power_grid.png
Scale bar: 20 µm. Pins as bars on the die edge.
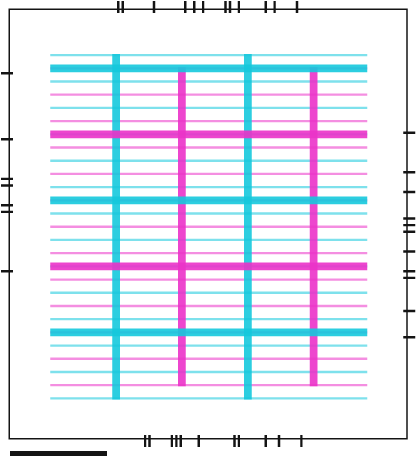
placement_by_type.png
Scale bar: 20 µm.
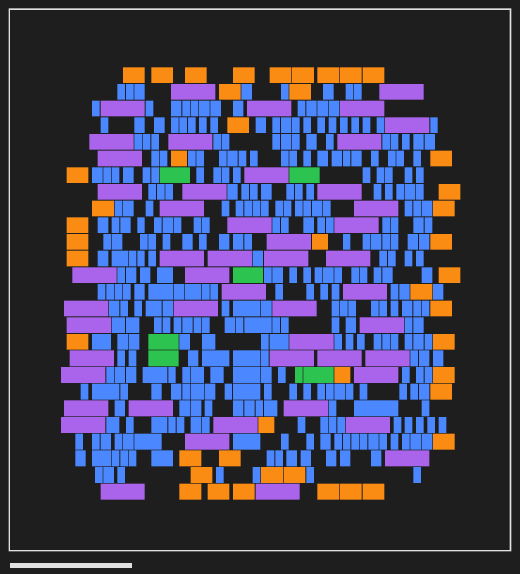
==> config.mk <==
export PLATFORM = sky130hd
export DESIGN_NAME = dsp_config_loader
export DESIGN_NICKNAME = d
export VERILOG_FILES = /design/src/rtl/dsp_config_loader.sv
export SDC_FILE = /design/constraint.sdc
export NUM_CORES = 1
export LEC_CHECK = 0
export ABC_AREA = 1
export CAP_MARGIN = 20
export CORE_ASPECT_RATIO = 1.1
export CORE_MARGIN = 8
export CORE_UTILIZATION = 58
export DETAILED_ROUTE_END_ITERATION = 12
export PLACE_DENSITY = 0.83
export SETUP_SLACK_MARGIN = 0.02
export SYNTH_ARGS = -nofsm -noshare
export SYNTH_HDL_FRONTEND = slang
export SYNTH_SLANG_ARGS = --single-unit
==> constraint.sdc <==
create_clock -name clk -period 3.7 [get_ports clk]
set_clock_uncertainty 0.2 [all_clocks]
set_input_delay 0.555 -clock clk [delete_from_list [all_inputs] [get_ports clk]]
set_output_delay 0.555 -clock clk [all_outputs]
set_load 0.01 [all_outputs]
==> results.py <==
# Metrics from the implementation run
metrics = {
    "run_status": {
        "outcome": "complete, no violations",
    },
    "finish": {
        "ff_count": 49,
        "seqCellArea_um2": 980.9,
        "layout-drive-gt1-share": 0.04130,
        "fin_nets": 504,
        "largest_cell_class": "multi-input combinational cells",
        "final_common_cell": "nand2_1",
        "layout_top_cells": "nand2_1, inv_1, nand3_1",
        "fill_cells": 428,
        "area_growth_pct": 16.86,
        "clockBufferCount": 7,
        "clock_area_frac": 0.02690,
        "n_all_buffers": 44,
        "largest_register_ffs": 32,
        "comb_cells": 281,
        "final-nonclk-buf-share": 0.1341,
    },
    "die": {
        "rows": 26,
        "chip_area_mm2": 0.007196,
        "ios": 41,
    },
    "setup_path": {
        "critPathTopFamily": "adder cells",
        "endpoint_kind": "primary output",
        "path_cells": "inv_1 -> ha_1 -> a21boi_0 -> clkdlybuf4s50_1",
        "critPathKind": "reg -> out",
        "path_buffers": 2,
        "rrSetupSlack_ns": 0.95,
        "crit_slowest_cell": "ha_1",
        "cp-start-kind": "flip-flop",
        "cp_num_cells": 4,
    },
    "route": {
        "met3_length_um": 294,
        "drtIter0Drc": 132,
        "viasPerCell": 5.033,
        "vias": 2597,
        "ant_nets": 0,
    },
    "placement": {
        "post-place-cells": 509,
        "place_hpwl_mm": 4.167,
        "portBuffers": 40,
        "dp_slack_ns": 0.8090,
    },
    "synthesis": {
        "simple_gate_share": 0.3882,
        "synthFlopType": "dfxtp_1",
        "synth_flops": 49,
        "netlist_instances": 431,
        "ys_sh_aoi": 0.05877,
        "yosysWarningCount": 0,
        "synth_seq_share": 0.3572,
        "edf_count": 0,
        "ys_async_sr_fraction": 0,
        "yosysCellCount": 431,
        "top_area_cell": "dfxtp_1",
        "synth_area_per_cell_um2": 6.372,
        "fp_nets": 475,
        "common_cells": "nand2_1, inv_1, nand3_1, dfxtp_1, a21oi_1",
        "top_cell": "nand2_1",
        "yosysUniqueCellTypes": 33,
    },
    "global_route": {
        "top_usage_layer": "met2",
        "antenna_found_initial": 0,
        "use_met2": 0.3135,
        "grt_usage": 0.1762,
        "grt.overflow.total": 0,
        "grt_first_pass_wirelength_mm": 10.36,
        "grt_start_max_net_pins": 34,
    },
    "power_and_ir_drop": {
        "pg_clk_uw": 316,
        "switchingPower_uw": 617.3,
        "seq-power_uw": 612,
        "pwr-share-seq": 0.393,
        "power.leakage_nw": 1.740,
        "p_sw_frac": 0.3967,
        "p_per_area_mw_per_mm2": 484.9,
        "power_mw": 1.556,
        "power_leader": "combinational cells",
    },
    "sta": {
        "fin_crit_sh": 0.8673,
        "setup_ws_ns": 0.4910,
        "drv_slew": 0,
        "fin_setup_tns_ns": 0,
        "hold_slack_ns": 0.2704,
    },
    "clock_network": {
        "clock_sinks": 49,
        "clk_pin_slew_worst_paths_ns": 0.08,
        "numCtsBuffers": 5,
        "clk_latency_ns": 0.30,
        "clock_tree.root_cell": "clkbuf_8",
        "htreeDepth": 2,
    },
    "flow_run": {
        "drv_cap": 0,
    },
    "hold_path": {
        "hold_path_depth": 2,
    },
}
Back to the opening pictures, power_grid.png:
magenta -> VDD
cyan -> VSS
signal pins = 41
rows = 26
met4 straps = 4
met1 rails = 27
VDD IR-drop max: 0.0003996 V
die width: 81.61 µm
Die Ht: 88.17 µm
core area: 0.004619 mm²

Back to the opening pictures, placement_by_type.png:
green -> clock drivers and dummy loads  # cells 7, share of their area 2.8%
purple -> flops  # cells 49, share of their area 31%
orange -> other buffers and delay cells  # cells 44, share of their area 14%
blue -> combinational and other logic  # cells 360, share of their area 52%
Design Area, Final: 0.003209 mm²
sequential share of cell area: 0.3057

No activity file was given, so power comes from the tool's default toggle rates.
